<file path="config.mk">
export PLATFORM = sky130hd
export DESIGN_NAME = bus_arbiter_flat
export DESIGN_NICKNAME = d
export VERILOG_FILES = /design/src/rtl/bus_arbiter_if.sv /design/src/rtl/bus_arbiter.sv /design/src/flat_wrapper.sv
export SDC_FILE = /design/constraint.sdc
export NUM_CORES = 1
export LEC_CHECK = 0
export CAP_MARGIN = 20
export CELL_PAD_IN_SITES_DETAIL_PLACEMENT = 1
export CELL_PAD_IN_SITES_GLOBAL_PLACEMENT = 2
export CORE_UTILIZATION = 10
export DETAILED_ROUTE_END_ITERATION = 7
export GPL_TIMING_DRIVEN = 1
export PLACE_DENSITY = 0.93
export SLEW_MARGIN = 20
export SYNTH_ARGS = -nofsm -noshare
export SYNTH_HDL_FRONTEND = slang
export SYNTH_SLANG_ARGS = --single-unit
</file>
<file path="constraint.sdc">
create_clock -name clk -period 3.9 [get_ports clk]
set_input_delay 0.78 -clock clk [delete_from_list [all_inputs] [get_ports clk]]
set_output_delay 0.78 -clock clk [all_outputs]
set_load 0.01 [all_outputs]
</file>
<file path="src/rtl/bus_arbiter_if.sv">
// Request/response bundle between two bus masters, the arbiter and the shared memory/IO bus.
interface bus_arbiter_if #(
    parameter int ADDR_WIDTH = 32,
    parameter int DATA_WIDTH = 32
);
    logic                  m0_req;
    logic                  m0_we;
    logic [ADDR_WIDTH-1:0] m0_addr;
    logic [DATA_WIDTH-1:0] m0_wdata;
    logic                  m0_ready;
    logic                  m0_rvalid;
    logic [DATA_WIDTH-1:0] m0_rdata;

    logic                  m1_req;
    logic                  m1_we;
    logic [ADDR_WIDTH-1:0] m1_addr;
    logic [DATA_WIDTH-1:0] m1_wdata;
    logic                  m1_ready;
    logic                  m1_rvalid;
    logic [DATA_WIDTH-1:0] m1_rdata;

    logic [ADDR_WIDTH-1:0] bus_addr;
    logic                  bus_we;
    logic [DATA_WIDTH-1:0] bus_wdata;
    logic [DATA_WIDTH-1:0] bus_rdata;
    logic [1:0]            bus_owner;

    // Arbiter side
    modport slave (
        input  m0_req, m0_we, m0_addr, m0_wdata,
        input  m1_req, m1_we, m1_addr, m1_wdata,
        input  bus_rdata,
        output m0_ready, m0_rvalid, m0_rdata,
        output m1_ready, m1_rvalid, m1_rdata,
        output bus_addr, bus_we, bus_wdata, bus_owner
    );

    // Masters plus the memory/IO bus
    modport master (
        output m0_req, m0_we, m0_addr, m0_wdata,
        output m1_req, m1_we, m1_addr, m1_wdata,
        output bus_rdata,
        input  m0_ready, m0_rvalid, m0_rdata,
        input  m1_ready, m1_rvalid, m1_rdata,
        input  bus_addr, bus_we, bus_wdata, bus_owner
    );
endinterface

</file>
<file path="src/rtl/bus_arbiter.sv">
// Round-robin two-master bus arbiter with burst cap; ready is combinational from the owner's req,
// read data returns one cycle after accept; a non-owner sees ready low until handed the bus.
module bus_arbiter #(
    parameter int ADDR_WIDTH = 32,
    parameter int DATA_WIDTH = 32,
    parameter int MAX_BURST  = 4
) (
    input logic          clk,
    input logic          reset,
    bus_arbiter_if.slave bif
);
    localparam int CW = $clog2(MAX_BURST + 1);

    typedef enum logic [1:0] {
        IDLE = 2'd0,
        OWN0 = 2'd1,
        OWN1 = 2'd2
    } state_t;

    state_t          state;
    state_t          state_nxt;
    state_t          oth_state;
    logic            last_grant;
    logic [CW-1:0]   burst_cnt;
    logic            rd_pend0;
    logic            rd_pend1;

    logic            own0;
    logic            own1;
    logic            acc0;
    logic            acc1;
    logic            cur_req;
    logic            oth_req;
    logic            cap_hit;

    assign own0      = (state == OWN0);
    assign own1      = (state == OWN1);
    assign acc0      = own0 & bif.m0_req;
    assign acc1      = own1 & bif.m1_req;
    assign cur_req   = own0 ? bif.m0_req : bif.m1_req;
    assign oth_req   = own0 ? bif.m1_req : bif.m0_req;
    assign oth_state = own0 ? OWN1 : OWN0;
    // ">=" so an owner whose count saturated during a lone run yields on its next accept
    assign cap_hit   = (burst_cnt >= CW'(MAX_BURST - 1));

    always_comb begin
        state_nxt = state;
        case (state)
            IDLE: begin
                if (bif.m0_req && (!bif.m1_req || last_grant)) state_nxt = OWN0;
                else if (bif.m1_req)                          state_nxt = OWN1;
            end
            OWN0, OWN1: begin
                if (!cur_req)               state_nxt = oth_req ? oth_state : IDLE;
                else if (oth_req && cap_hit) state_nxt = oth_state;
            end
            default: state_nxt = IDLE;
        endcase
    end

    always_ff @(posedge clk) begin
        if (reset) begin
            state      <= IDLE;
            last_grant <= 1'b1;
            burst_cnt  <= '0;
            rd_pend0   <= 1'b0;
            rd_pend1   <= 1'b0;
        end else begin
            rd_pend0 <= acc0 & ~bif.m0_we;
            rd_pend1 <= acc1 & ~bif.m1_we;
            if (state_nxt != state) begin
                state     <= state_nxt;
                burst_cnt <= '0;
                if (state_nxt != IDLE) last_grant <= (state_nxt == OWN1);
            end else if ((acc0 | acc1) && burst_cnt != CW'(MAX_BURST)) begin
                burst_cnt <= burst_cnt + CW'(1);
            end
        end
    end

    // Everything is forced low while reset is held, including a read that was already in flight
    assign bif.m0_ready  = ~reset & acc0;
    assign bif.m1_ready  = ~reset & acc1;
    assign bif.m0_rvalid = ~reset & rd_pend0;
    assign bif.m1_rvalid = ~reset & rd_pend1;
    assign bif.m0_rdata  = (~reset & rd_pend0) ? bif.bus_rdata : '0;
    assign bif.m1_rdata  = (~reset & rd_pend1) ? bif.bus_rdata : '0;

    assign bif.bus_addr  = reset ? '0 : own0 ? bif.m0_addr  : own1 ? bif.m1_addr  : '0;
    assign bif.bus_we    = reset ? 1'b0 : own0 ? bif.m0_we : own1 ? bif.m1_we     : 1'b0;
    assign bif.bus_wdata = reset ? '0 : own0 ? bif.m0_wdata : own1 ? bif.m1_wdata : '0;
    assign bif.bus_owner = reset ? 2'b00 : {own1, own0};
endmodule

</file>
<file path="src/flat_wrapper.sv">
// flat-port wrapper written by rule: the top's interface ports become plain ports
module bus_arbiter_flat 
#(
    parameter int ADDR_WIDTH = 32,
    parameter int DATA_WIDTH = 32,
    parameter int MAX_BURST  = 4
)
  (clk, reset, bif_m0_req, bif_m0_we, bif_m0_addr, bif_m0_wdata, bif_m1_req, bif_m1_we, bif_m1_addr, bif_m1_wdata, bif_bus_rdata, bif_m0_ready, bif_m0_rvalid, bif_m0_rdata, bif_m1_ready, bif_m1_rvalid, bif_m1_rdata, bif_bus_addr, bif_bus_we, bif_bus_wdata, bif_bus_owner);
  bus_arbiter_if #(.ADDR_WIDTH(ADDR_WIDTH), .DATA_WIDTH(DATA_WIDTH)) bif_i ();
  input logic clk;
  input logic reset;
  input wire logic [$bits(bif_i.m0_req)-1:0] bif_m0_req;
  input wire logic [$bits(bif_i.m0_we)-1:0] bif_m0_we;
  input wire logic [$bits(bif_i.m0_addr)-1:0] bif_m0_addr;
  input wire logic [$bits(bif_i.m0_wdata)-1:0] bif_m0_wdata;
  input wire logic [$bits(bif_i.m1_req)-1:0] bif_m1_req;
  input wire logic [$bits(bif_i.m1_we)-1:0] bif_m1_we;
  input wire logic [$bits(bif_i.m1_addr)-1:0] bif_m1_addr;
  input wire logic [$bits(bif_i.m1_wdata)-1:0] bif_m1_wdata;
  input wire logic [$bits(bif_i.bus_rdata)-1:0] bif_bus_rdata;
  output wire logic [$bits(bif_i.m0_ready)-1:0] bif_m0_ready;
  output wire logic [$bits(bif_i.m0_rvalid)-1:0] bif_m0_rvalid;
  output wire logic [$bits(bif_i.m0_rdata)-1:0] bif_m0_rdata;
  output wire logic [$bits(bif_i.m1_ready)-1:0] bif_m1_ready;
  output wire logic [$bits(bif_i.m1_rvalid)-1:0] bif_m1_rvalid;
  output wire logic [$bits(bif_i.m1_rdata)-1:0] bif_m1_rdata;
  output wire logic [$bits(bif_i.bus_addr)-1:0] bif_bus_addr;
  output wire logic [$bits(bif_i.bus_we)-1:0] bif_bus_we;
  output wire logic [$bits(bif_i.bus_wdata)-1:0] bif_bus_wdata;
  output wire logic [$bits(bif_i.bus_owner)-1:0] bif_bus_owner;
  assign bif_i.m0_req = bif_m0_req;
  assign bif_i.m0_we = bif_m0_we;
  assign bif_i.m0_addr = bif_m0_addr;
  assign bif_i.m0_wdata = bif_m0_wdata;
  assign bif_i.m1_req = bif_m1_req;
  assign bif_i.m1_we = bif_m1_we;
  assign bif_i.m1_addr = bif_m1_addr;
  assign bif_i.m1_wdata = bif_m1_wdata;
  assign bif_i.bus_rdata = bif_bus_rdata;
  assign bif_m0_ready = bif_i.m0_ready;
  assign bif_m0_rvalid = bif_i.m0_rvalid;
  assign bif_m0_rdata = bif_i.m0_rdata;
  assign bif_m1_ready = bif_i.m1_ready;
  assign bif_m1_rvalid = bif_i.m1_rvalid;
  assign bif_m1_rdata = bif_i.m1_rdata;
  assign bif_bus_addr = bif_i.bus_addr;
  assign bif_bus_we = bif_i.bus_we;
  assign bif_bus_wdata = bif_i.bus_wdata;
  assign bif_bus_owner = bif_i.bus_owner;
  bus_arbiter #(.ADDR_WIDTH(ADDR_WIDTH), .DATA_WIDTH(DATA_WIDTH), .MAX_BURST(MAX_BURST)) u_core (.clk(clk), .reset(reset), .bif(bif_i));
endmodule
</file>
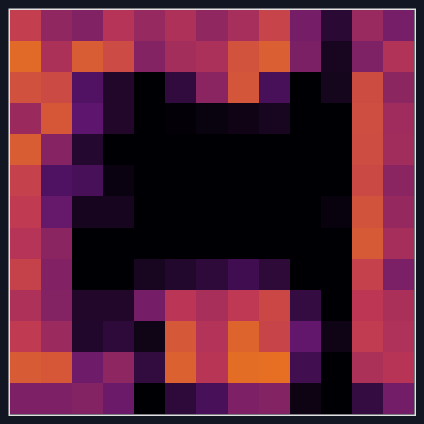
run_1/density.png
Drawn at 3 px/um. The die is cut into 13 by 13 equal tiles; black is low, pale yellow is high, 0 to 100% covered.
nearly empty tiles: 26%
emptiest ninth of the die: centre
mean over tiles: 27%
fullest tile: 67%
Final Util: 29.7%
core footprint: 0.0172 mm^2
Initial Util: 10.2%

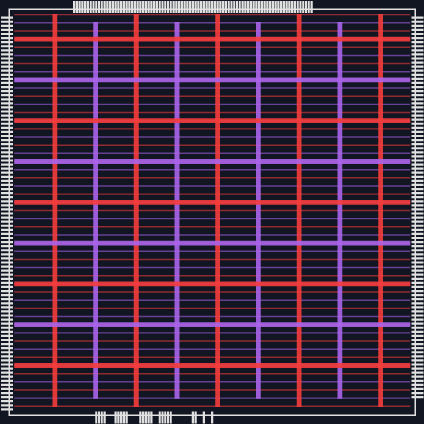
run_1/pdn.png
Drawn at 3 px/um. Pins as bars on the die edge.
[purple] VDD
[red] VSS
signal pins: 301
met1 rails: 49
rows: 48
met4 straps: 9
met5 straps: 9
Peak VDD IR: 0.111 mV
Die Ht: 135 um
die width: 135 um

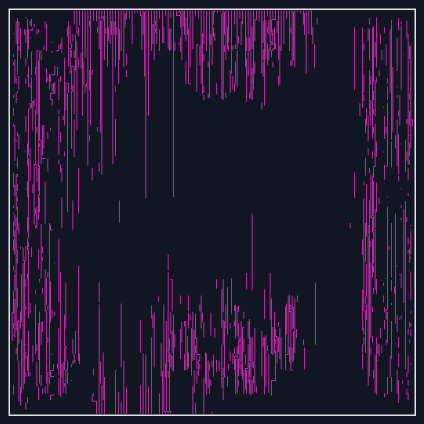
run_1/met2.png
Drawn at 3 px/um.
main direction: vertical
nets with wire on the layer: 636
wire length on this layer: 6490 um
share of all routed wire: 49%
longest straight run: 62.3 um
WL final: 13200 um
routing usage on met2: 24.6%

==> out/qor.csv, run 1 <==
metric,value,unit
cts_tree,yes,
yosysCellCount,235,
area_leaders,"a22o_1, and2_1, dfxtp_1",
synthCells,235,
swShare,37.6,%
grt-busiest-layer,met2,
worstSetupEndpoint,bif_bus_wdata[13],
stdcell_count,745,
arrival,2.82,ns
max_clock_freq,278,MHz
place_hpwl,11300,um
pwr-share-seq,10.8,%
firstDrtPassIters,4,
worst_clock_skew,0.000179,ns
grt_pass1_wl,18400,um
synthTopCellsByCount,"and2_1, a22o_1, clkbuf_1",
route.met2.wl,6490,um
wl_met3,1260,um
syn_nets,408,
cts_sinks,8,
worstMarginPinSlew,0.406,ns
worst_slack,0.302,ns
hold_violations,0,
final_nets,695,
max-slew-margin-rel,72.9,%
status,completed,
drtIter0Drc,38,
layout-drive-gt1-share,4.23,%
grt_max_degree,65,
power,1210,uW
drv_slew,0,
whs,0.604,ns
crit_family,buffers and inverters,
==> run 1: final cells by class <==
class,count,area [um^2],area share [%]
Timing Repair Buffer,306,3070,60.1
Multi-Input combinational cell,196,1500,29.3
Tap cell,225,282,5.51
Sequential cell,8,160,3.13
Clock buffer,3,75.1,1.47
Inverter,7,26.3,0.514
==> run 1: power groups by stage <==
stage                     Clock, uW  Sequential [uW]  Combinational, uW
after floorplan                   0              115                409
after global placement            0              128                879
after detailed placement          0              131                903
after CTS                       177              130                913
after global routing            179              133                964
final                           174              131                903
==> run 1: cell families after synthesis <==
family	Yosys count	share of synthesized area, %
and+or+nand+nor	95	32.1
AOI/OAI and AO/OA	88	43.3
buffers and inverters	31	6.88
DFF	8	9.08
adders and majority gates	7	4.96
muxes	5	3.12
xor gates and xnor gates	1	0.497
--- run 2 (diff from run 1) ---
- CTS_BUF_LIST: not set -> sky130_fd_sc_hd__clkbuf_16
==> run 2 against run 1 <==
Effect of this change: clock power hardly changed; critical path depth stayed put; critical path type unchanged; register-to-register slack hardly changed; first-iteration DRC count stayed put; sequential cell count stayed put; wire length stayed put; worst setup slack stayed put; highest routed layer unchanged; non-clock buffer count stayed put; sequential power hardly changed; synthesized cell count stayed put; clock-buffer cell count stayed put.
==> out/qor.csv, run 2 <==
metric,value,unit
status,completed,
arrival,2.82,ns
yosysCellCount,235,
compound_area_share,43.3,%
synth-simple-area-share,32.1,%
ys_sh_adder,4.96,%
placed_cells,742,
wl,13200,um
die_h,135,um
synthDistinctLibCells,38,
worstSetupEndpoint,bif_bus_wdata[13],
grt_util_met2,24.6,%
worst_clock_skew,0.000179,ns
core-area,0.0172,mm^2
grt_pass1_wl,18400,um
synth_xor_xnor_area_share,0.496,%
whs,0.604,ns
hold_violations,0,
firstDrtPassIters,4,
cts_tree,yes,
cts_sinks,8,
place_hpwl,11300,um
area_leaders,"a22o_1, and2_1, dfxtp_1",
worstMarginPinSlew,0.406,ns
drtAntennaViolNets,0,
worst_slack,0.302,ns
max-slew-margin-rel,72.9,%
final_nets,695,
drtIter0Drc,38,
synthCells,235,
fp_util,10.2,%
synthTopCellsByCount,"and2_1, a22o_1, clkbuf_1",
die_width,135,um
synth.logic.top_family,AND-OR/OR-AND gates,
syn_nets,408,
layout-drive-gt1-share,4.23,%
grt-busiest-layer,met2,
drv_slew,0,
crit_family,buffers and inverters,
mux_area_share,3.12,%
max_clock_freq,278,MHz
power,1210,uW
vdd_ir_drop_max,0.111,mV
wl_met3,1260,um
==> run 2: report_power, final <==
part           leakage [uW]  internal [uW]  total (uW)  switching [uW]
combinational       0.00178            524         903             379
clock             0.0000370            132         174            41.9
sequential        0.0000652           97.1         131            33.9
total               0.00188            754        1210             455
==> run 2: cell type report <==
cell class	instances	area [um^2]
Clock buffer	3	75.1
Fill cell	2014	12100
Inverter	7	26.3
Multi-Input combinational cell	196	1500
Sequential cell	8	160
Tap cell	225	282
Timing Repair Buffer	306	3070
==> run 2: per-stage QoR <==
| stage | instance area [um^2] | util [%] |
|---|---|---|
| 2_1_floorplan | 1760 | - |
| 3_3_place_gp | 5040 | 29.2 |
| 3_5_place_dp | 5040 | 29.2 |
| 4_1_cts | 5110 | 29.7 |
| 5_1_grt | 5110 | 29.7 |
| 6_report | 5110 | 29.7 |
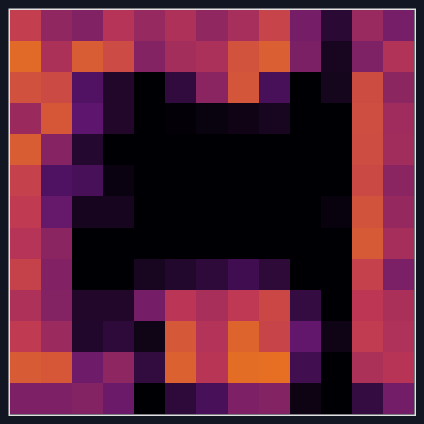
run_2/density.png
Drawn at 3 px/um. The die is cut into 13 by 13 equal tiles; black is low, pale yellow is high, 0 to 100% covered.
mean over tiles: 27%
nearly empty tiles: 26%
fullest tile: 67%
emptiest ninth of the die: centre

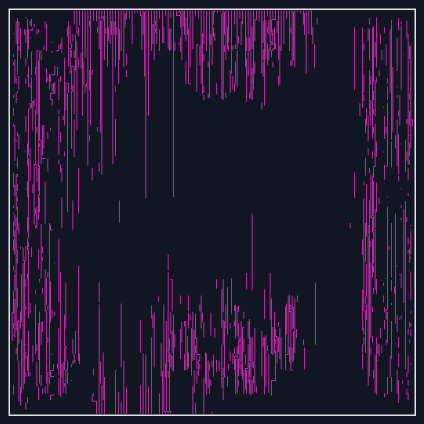
run_2/met2.png
Drawn at 3 px/um.
wire length on this layer: 6490 um
share of all routed wire: 49%
nets with wire on the layer: 636
main direction: vertical
longest straight run: 62.3 um
vias post-DR: 3057

--- run 3 (diff from run 2) ---
- PLACE_DENSITY: 0.93 -> 0.95
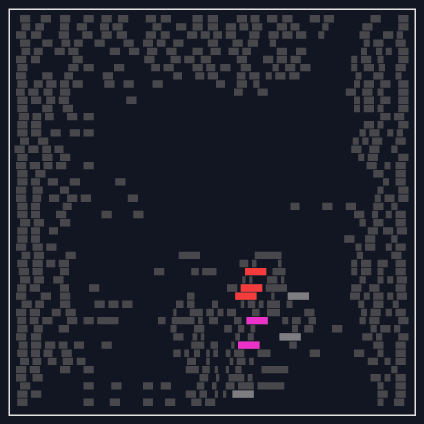
run_3/registers.png
Drawn at 3 px/um.
[red] u_core.burst_cnt | flops: 3
[magenta] u_core.state | flops: 2
not coloured: 3

==> run 3 against run 2 <==
Effect of this change: power fell by 0.26%; sequential share of layout area barely moved; largest power group unchanged; synthesized area did not move.
==> out/qor.csv, run 3 <==
metric,value,unit
grt_util_met2,23.5,%
crit_family,buffers and inverters,
fin_util,29.8,%
yosysCellCount,235,
route.met2.wl,6250,um
power_frac_comb,74.4,%
n_fill_cell,2012,
comb_power,897,uW
whs,0.597,ns
die_width,135,um
cts_sinks,8,
drv_slew,0,
status,completed,
max-slew-margin-rel,71.4,%
pwr-share-clk,14.7,%
synthDistinctLibCells,38,
hold_violations,0,
wl_met3,1350,um
top_power_group,combinational logic,
stdcell_count,748,
syn_nets,408,
worst_slack,0.395,ns
layout-drive-gt1-share,4.78,%
grt_pass1_wl,17900,um
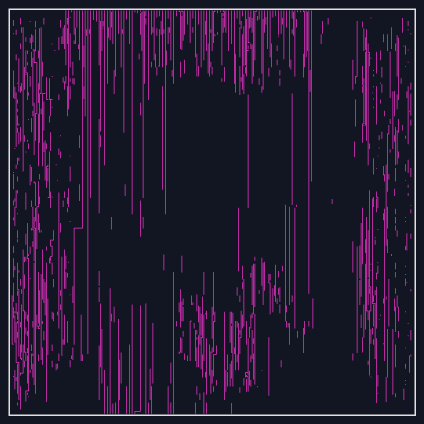
run_3/met2.png
Drawn at 3 px/um.
share of all routed wire: 49%
wire length on this layer: 6250 um
longest straight run: 114 um
vias post-DR: 3038
WL final: 12900 um

## run 3: area by class of cell
class | count | area, um^2 | area share [%]
flip-flops and latches | 8 | 160 | 3.12
well taps | 225 | 282 | 5.48
clock buffers | 3 | 75.1 | 1.46
inverters | 7 | 26.3 | 0.512
repair buffers | 309 | 3100 | 60.3
multi-input cells | 196 | 1500 | 29.1
## run 3: logic make-up after synthesis
kind of cell / Yosys count / share of synthesized area (%)
AOI/OAI and AO/OA: 88 / 43.3
muxes: 5 / 3.12
and+or+nand+nor: 95 / 32.1
buffers and inverters: 31 / 6.88
adders and majority gates: 7 / 4.96
DFF: 8 / 9.08
xor gates and xnor gates: 1 / 0.497
## run 3: worst min-delay path: stages (launching register included)
cell	delay, ns
dfxtp_1	0.35
mux2i_1	0.14
nor2_1	0.06
Power and IR drop assume default switching activity.
